<file path="src/rtl/lsu_pkg.sv">
// rtl/lsu_pkg.sv - shared types, funct3 encodings and request legality check for the memory-stage LSU
package lsu_pkg;

  typedef enum logic [1:0] {
    S_IDLE   = 2'd0,
    S_ACCESS = 2'd1,
    S_RESP   = 2'd2
  } lsu_state_t;

  // RV32I load encodings
  localparam logic [2:0] F3_LB  = 3'b000;
  localparam logic [2:0] F3_LH  = 3'b001;
  localparam logic [2:0] F3_LW  = 3'b010;
  localparam logic [2:0] F3_LBU = 3'b100;
  localparam logic [2:0] F3_LHU = 3'b101;
  // RV32I store encodings
  localparam logic [2:0] F3_SB  = 3'b000;
  localparam logic [2:0] F3_SH  = 3'b001;
  localparam logic [2:0] F3_SW  = 3'b010;

  // A request that must be flagged instead of issued: conflicting controls,
  // an undefined size/sign code, an unsigned store, or a misaligned access.
  function automatic logic req_bad(input logic rd, input logic wr,
                                   input logic [2:0] f3, input logic [1:0] lo);
    logic bad;
    bad = 1'b0;
    if (rd && wr) bad = 1'b1;
    if (f3 == 3'b011 || f3[2:1] == 2'b11) bad = 1'b1;
    if (wr && f3[2]) bad = 1'b1;
    if (f3[1:0] == 2'b01 && lo[0]) bad = 1'b1;
    if (f3[1:0] == 2'b10 && lo != 2'b00) bad = 1'b1;
    return bad;
  endfunction

endpackage

</file>
<file path="src/rtl/lsu_align.sv">
// rtl/lsu_align.sv - store byte-lane steering / enables and load lane extraction with extension
module lsu_align
  import lsu_pkg::*;
(
  input  logic [1:0]  st_size,
  input  logic [1:0]  st_off,
  input  logic [31:0] st_data,
  input  logic [2:0]  ld_funct3,
  input  logic [1:0]  ld_off,
  input  logic [31:0] ld_data,
  output logic [3:0]  st_be,
  output logic [31:0] st_lanes,
  output logic [31:0] ld_ext
);

  logic [31:0] ld_shift;

  // Store: replicate the datum across lanes and enable only the addressed bytes
  always_comb begin
    st_be    = 4'b1111;
    st_lanes = st_data;
    case (st_size)
      2'b00: begin
        st_be    = 4'b0001 << st_off;
        st_lanes = {4{st_data[7:0]}};
      end
      2'b01: begin
        st_be    = st_off[1] ? 4'b1100 : 4'b0011;
        st_lanes = {2{st_data[15:0]}};
      end
      default: begin
        st_be    = 4'b1111;
        st_lanes = st_data;
      end
    endcase
  end

  // Load: move the addressed lane to bit 0, then sign- or zero-extend by size
  always_comb begin
    ld_shift = ld_data >> {ld_off, 3'b000};
    ld_ext   = 32'h0;
    case (ld_funct3)
      F3_LB:   ld_ext = {{24{ld_shift[7]}}, ld_shift[7:0]};
      F3_LH:   ld_ext = {{16{ld_shift[15]}}, ld_shift[15:0]};
      F3_LW:   ld_ext = ld_data;
      F3_LBU:  ld_ext = {24'h0, ld_shift[7:0]};
      F3_LHU:  ld_ext = {16'h0, ld_shift[15:0]};
      default: ld_ext = 32'h0;
    endcase
  end

endmodule

</file>
<file path="src/rtl/mem_stage_lsu.sv">
// rtl/mem_stage_lsu.sv - RV32I memory-stage load/store unit on a single-outstanding valid/ready bus
module mem_stage_lsu
  import lsu_pkg::*;
#(
  parameter int TIMEOUT = 255
) (
  input  logic        clk,
  input  logic        reset,
  input  logic        mem_read,
  input  logic        mem_write,
  input  logic [2:0]  funct3,
  input  logic [31:0] addr,
  input  logic [31:0] wdata,
  output logic        bus_req,
  output logic        bus_we,
  output logic [31:0] bus_addr,
  output logic [3:0]  bus_be,
  output logic [31:0] bus_wdata,
  input  logic        bus_ready,
  input  logic [31:0] bus_rdata,
  output logic        stall,
  output logic        done,
  output logic [31:0] load_data,
  output logic        fault
);

  localparam int CW = ($clog2(TIMEOUT + 1) > 8) ? $clog2(TIMEOUT + 1) : 8;
  localparam logic [CW-1:0] LAST = CW'(TIMEOUT - 1);

  lsu_state_t  state, state_next;
  logic [CW-1:0] cnt;
  logic [2:0]  f3_q;
  logic [1:0]  off_q;
  logic        any_ctl, bad, start, req_flt, expire, complete;
  logic [3:0]  st_be;
  logic [31:0] st_lanes, ld_ext;

  // Load extraction uses the latched size/offset so it cannot follow a changing EX/MEM
  lsu_align u_align (
    .st_size   (funct3[1:0]),
    .st_off    (addr[1:0]),
    .st_data   (wdata),
    .ld_funct3 (f3_q),
    .ld_off    (off_q),
    .ld_data   (bus_rdata),
    .st_be     (st_be),
    .st_lanes  (st_lanes),
    .ld_ext    (ld_ext)
  );

  assign any_ctl  = mem_read | mem_write;
  assign bad      = req_bad(mem_read, mem_write, funct3, addr[1:0]);
  assign start    = (state == S_IDLE) && any_ctl && !bad;
  assign req_flt  = (state == S_IDLE) && any_ctl && bad;
  assign complete = (state == S_ACCESS) && bus_ready;
  assign expire   = (state == S_ACCESS) && !bus_ready && (cnt == LAST);

  // Next-state and stall; stall is forced low while reset is held
  always_comb begin
    state_next = state;
    stall      = 1'b0;
    case (state)
      S_IDLE: begin
        if (start) begin
          state_next = S_ACCESS;
          stall      = 1'b1;
        end
      end
      S_ACCESS: begin
        stall = 1'b1;
        if (bus_ready)   state_next = S_RESP;
        else if (expire) state_next = S_IDLE;
      end
      S_RESP:  state_next = S_IDLE;
      default: state_next = S_IDLE;
    endcase
    if (reset) stall = 1'b0;
  end

  // State, wait counter, latched bus fields and the registered result pulses
  always_ff @(posedge clk) begin
    if (reset) begin
      state     <= S_IDLE;
      cnt       <= '0;
      f3_q      <= 3'b000;
      off_q     <= 2'b00;
      bus_req   <= 1'b0;
      bus_we    <= 1'b0;
      bus_addr  <= 32'h0;
      bus_be    <= 4'h0;
      bus_wdata <= 32'h0;
      done      <= 1'b0;
      load_data <= 32'h0;
      fault     <= 1'b0;
    end else begin
      state     <= state_next;
      done      <= complete;
      fault     <= req_flt | expire;
      load_data <= (complete && !bus_we) ? ld_ext : 32'h0;
      if (start) begin
        bus_req   <= 1'b1;
        bus_we    <= mem_write;
        bus_addr  <= {addr[31:2], 2'b00};
        bus_be    <= st_be;
        bus_wdata <= st_lanes;
        f3_q      <= funct3;
        off_q     <= addr[1:0];
        cnt       <= '0;
      end else if (state == S_ACCESS) begin
        if (complete || expire) bus_req <= 1'b0;
        else                    cnt     <= cnt + 1'b1;
      end
    end
  end

endmodule

</file>
<file path="config.mk">
export PLATFORM = sky130hd
export DESIGN_NAME = mem_stage_lsu
export DESIGN_NICKNAME = d
export VERILOG_FILES = /design/src/rtl/lsu_pkg.sv /design/src/rtl/lsu_align.sv /design/src/rtl/mem_stage_lsu.sv
export SDC_FILE = /design/constraint.sdc
export NUM_CORES = 1
export LEC_CHECK = 0
export ABC_AREA = 1
export CAP_MARGIN = 20
export CORE_UTILIZATION = 48
export CTS_CLUSTER_DIAMETER = 120
export DETAILED_ROUTE_END_ITERATION = 10
export GPL_TIMING_DRIVEN = 1
export PLACE_DENSITY_LB_ADDON = 0.3
export SYNTH_ARGS = -nofsm -noshare
export SYNTH_HDL_FRONTEND = slang
export SYNTH_HIERARCHICAL = 1
export SYNTH_SLANG_ARGS = --single-unit
</file>
<file path="constraint.sdc">
create_clock -name clk -period 1.7 [get_ports clk]
set_clock_uncertainty 0.2 [all_clocks]
set_input_delay 0.17 -clock clk [delete_from_list [all_inputs] [get_ports clk]]
set_output_delay 0.17 -clock clk [all_outputs]
set_load 0.01 [all_outputs]
</file>
Fig. 1: run 1, wire density map
24 x 24 tiles, from dark blue (low) to red (high), scaled to the fullest tile. Values are wire area over tile area, all layers added.
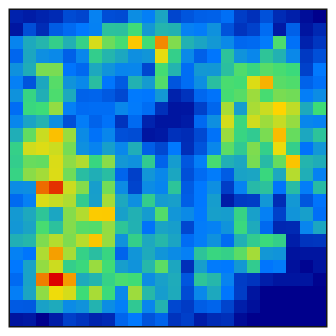
emptiest ninth of the die	south-east
tiles over half the peak	21%
fullest tile	0.64
mean over tiles	0.21
GRT Overall Usage: 26.7%
routed via count: 7336

Fig. 2: run 1, PDN straps and rails
The bar under the picture is 20 um long. Pins as bars on the die edge. Tap cells in grey.
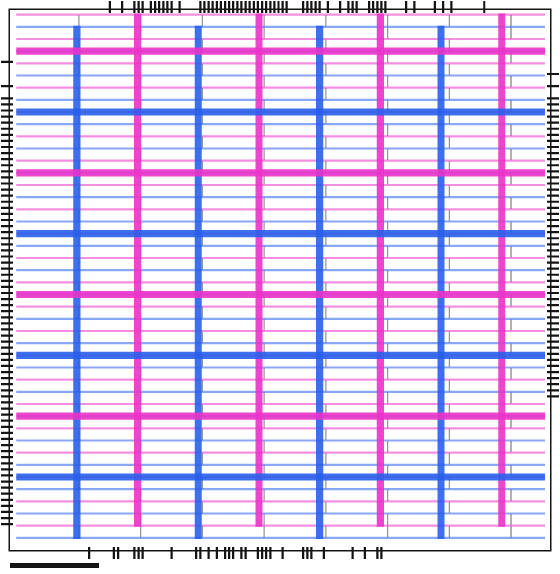
net	colour
VDD	magenta
VSS	blue
met4 straps	8
rows	43
tap cells	180
signal pins	209
Max IR drop VDD: 0.679 mV
core area: 13800 um2
Die Wd: 121 um
die y size: 121 um

Fig. 3: run 1, placed cells, one colour a class
Fill, decap, tap and diode cells in grey.
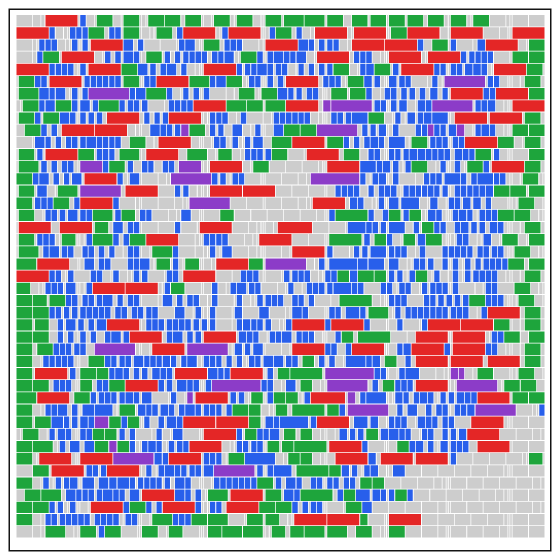
class	colour	cells
clock drivers and dummy loads	purple	32
remaining buffers and delay cells	green	257
remaining logic cells	blue	956
registers	red	117
Post-Route Utilization: 71.1%
cell area after layout: 9830 um2
FP Rows: 43

==> out/summary.txt, run 1 <==
Clk_lat worst skew -> 0.41 ns
Post-CTS setup buffers -> 0
Synth async-reset ratio -> 0%
Worst hold path type -> in -> reg
H-tree depth -> 4
Setup ws final -> -0.00520 ns
Worst R2R Path Depth -> 9
Status -> finished, violations left
Flop+latch power -> 2.99 mW
Initial drt markers -> 550
# setup viols final -> 1
Pwr top -> clock
Comb pwr share -> 23.4%
Met3 WL -> 1630 um
TNS Setup -> -0.00520 ns
Main synth FF type -> dfxtp_1
Cell type taking the most area -> combinational gates
Simple-Gate Area Share -> 39.5%
Antenna violations before repair -> 0
TritonCTS Buffers -> 17
Top cell excl fill/tap -> nand2_1
Synthesized instance count -> 1141
Failing checks -> negative setup slack
Worst Setup End Kind -> output port
Die area -> 14600 um2
Layout clock buffers -> 22
M3 GR Usage -> 8.96%
Mux frac, synth -> 0%
Placed insts -> 1510
Flops -> 117
Final Non-Filler Cells -> 1542
#MultiIn Comb -> 667
Fig. 4: run 1, placed standard cells
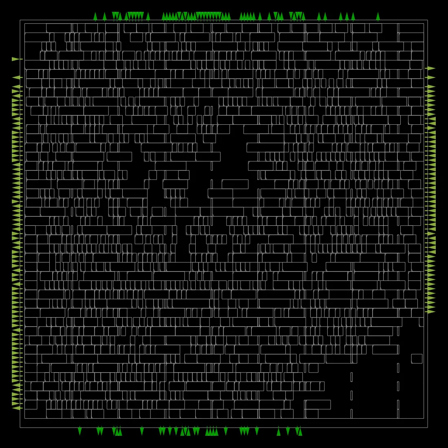

## Run 2: what changed since run 1
REMOVE_ABC_BUFFERS = 1   (was unset)
SLEW_MARGIN = 20   (was unset)
Fig. 5: run 2, placed standard cells
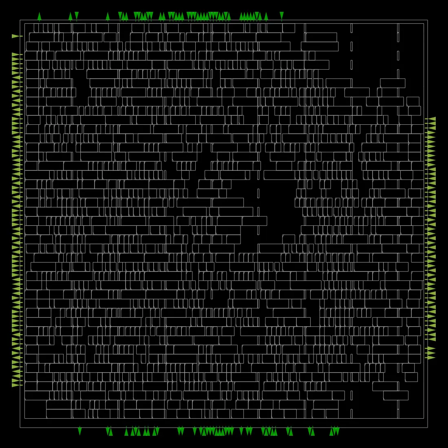
Flops: 117
final-layout fill cell count: 1132

Fig. 6: run 2, port wiring
The bar under the picture is 20 um long.
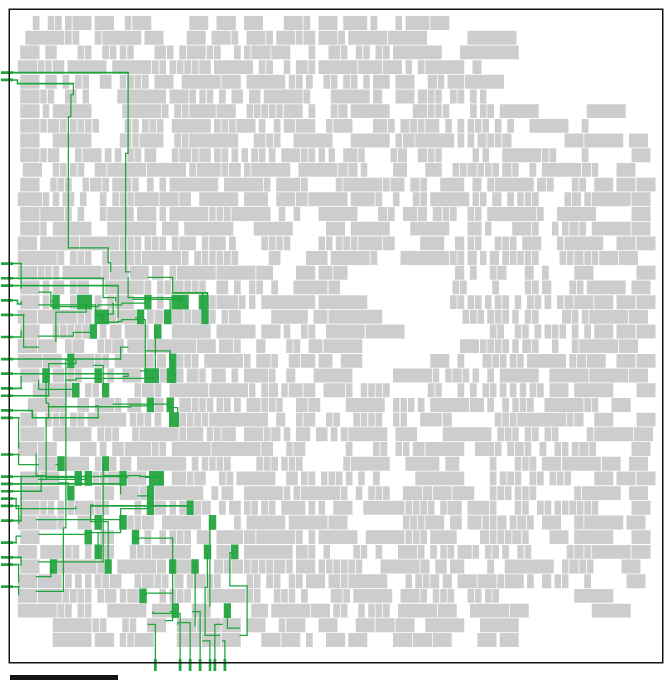
port	colour	bits	direction	edge	end cells	buffers	wire
`wdata`	green	32	input	25 west, 7 south	52	32	990 um
Buffers on Ports: 206
IO Pins: 209

Fig. 7: run 2, placed cells, one colour a class
Fill, decap, tap and diode cells in grey.
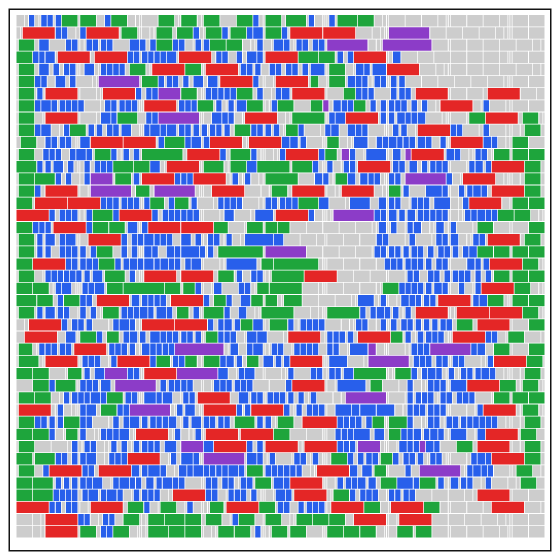
class	colour	cells
clock drivers and dummy loads	purple	29
registers	red	117
remaining buffers and delay cells	green	250
remaining logic cells	blue	956
flop share of the area: 23.9%
Post-Route Utilization: 71.0%
cell area after layout: 9820 um2

==> out/summary.txt, run 2 <==
GRT Overall Usage -> 25.2% (was 26.7%)
Die y size -> 121 um (unchanged)
Top cell excl fill/tap -> nand2_1 (unchanged)
Mux frac, synth -> 0% (unchanged)
Initial drt markers -> 538 (was 550)
Setup ws final -> -0.0223 ns (was -0.00520 ns)
Synthesized instance count -> 1141 (unchanged)
Comb pwr share -> 24.0% (was 23.4%)
Status -> finished, violations left (unchanged)
# setup viols final -> 1 (unchanged)
Worst hold path type -> in -> reg (unchanged)
Max IR drop VDD -> 0.619 mV (was 0.679 mV)
Main synth FF type -> dfxtp_1 (unchanged)
Post-CTS setup buffers -> 0 (unchanged)
Core area -> 13800 um2 (unchanged)
M3 GR Usage -> 7.59% (was 8.96%)
Pwr top -> clock (unchanged)
TNS Setup -> -0.0223 ns (was -0.00520 ns)
Antenna violations before repair -> 0 (unchanged)
H-tree depth -> 4 (unchanged)
Die Wd -> 121 um (unchanged)
Flop+latch power -> 2.98 mW (was 2.99 mW)
Worst Setup End Kind -> output port (unchanged)
Failing checks -> negative setup slack (unchanged)
Power is estimated from default activity; no workload was simulated.
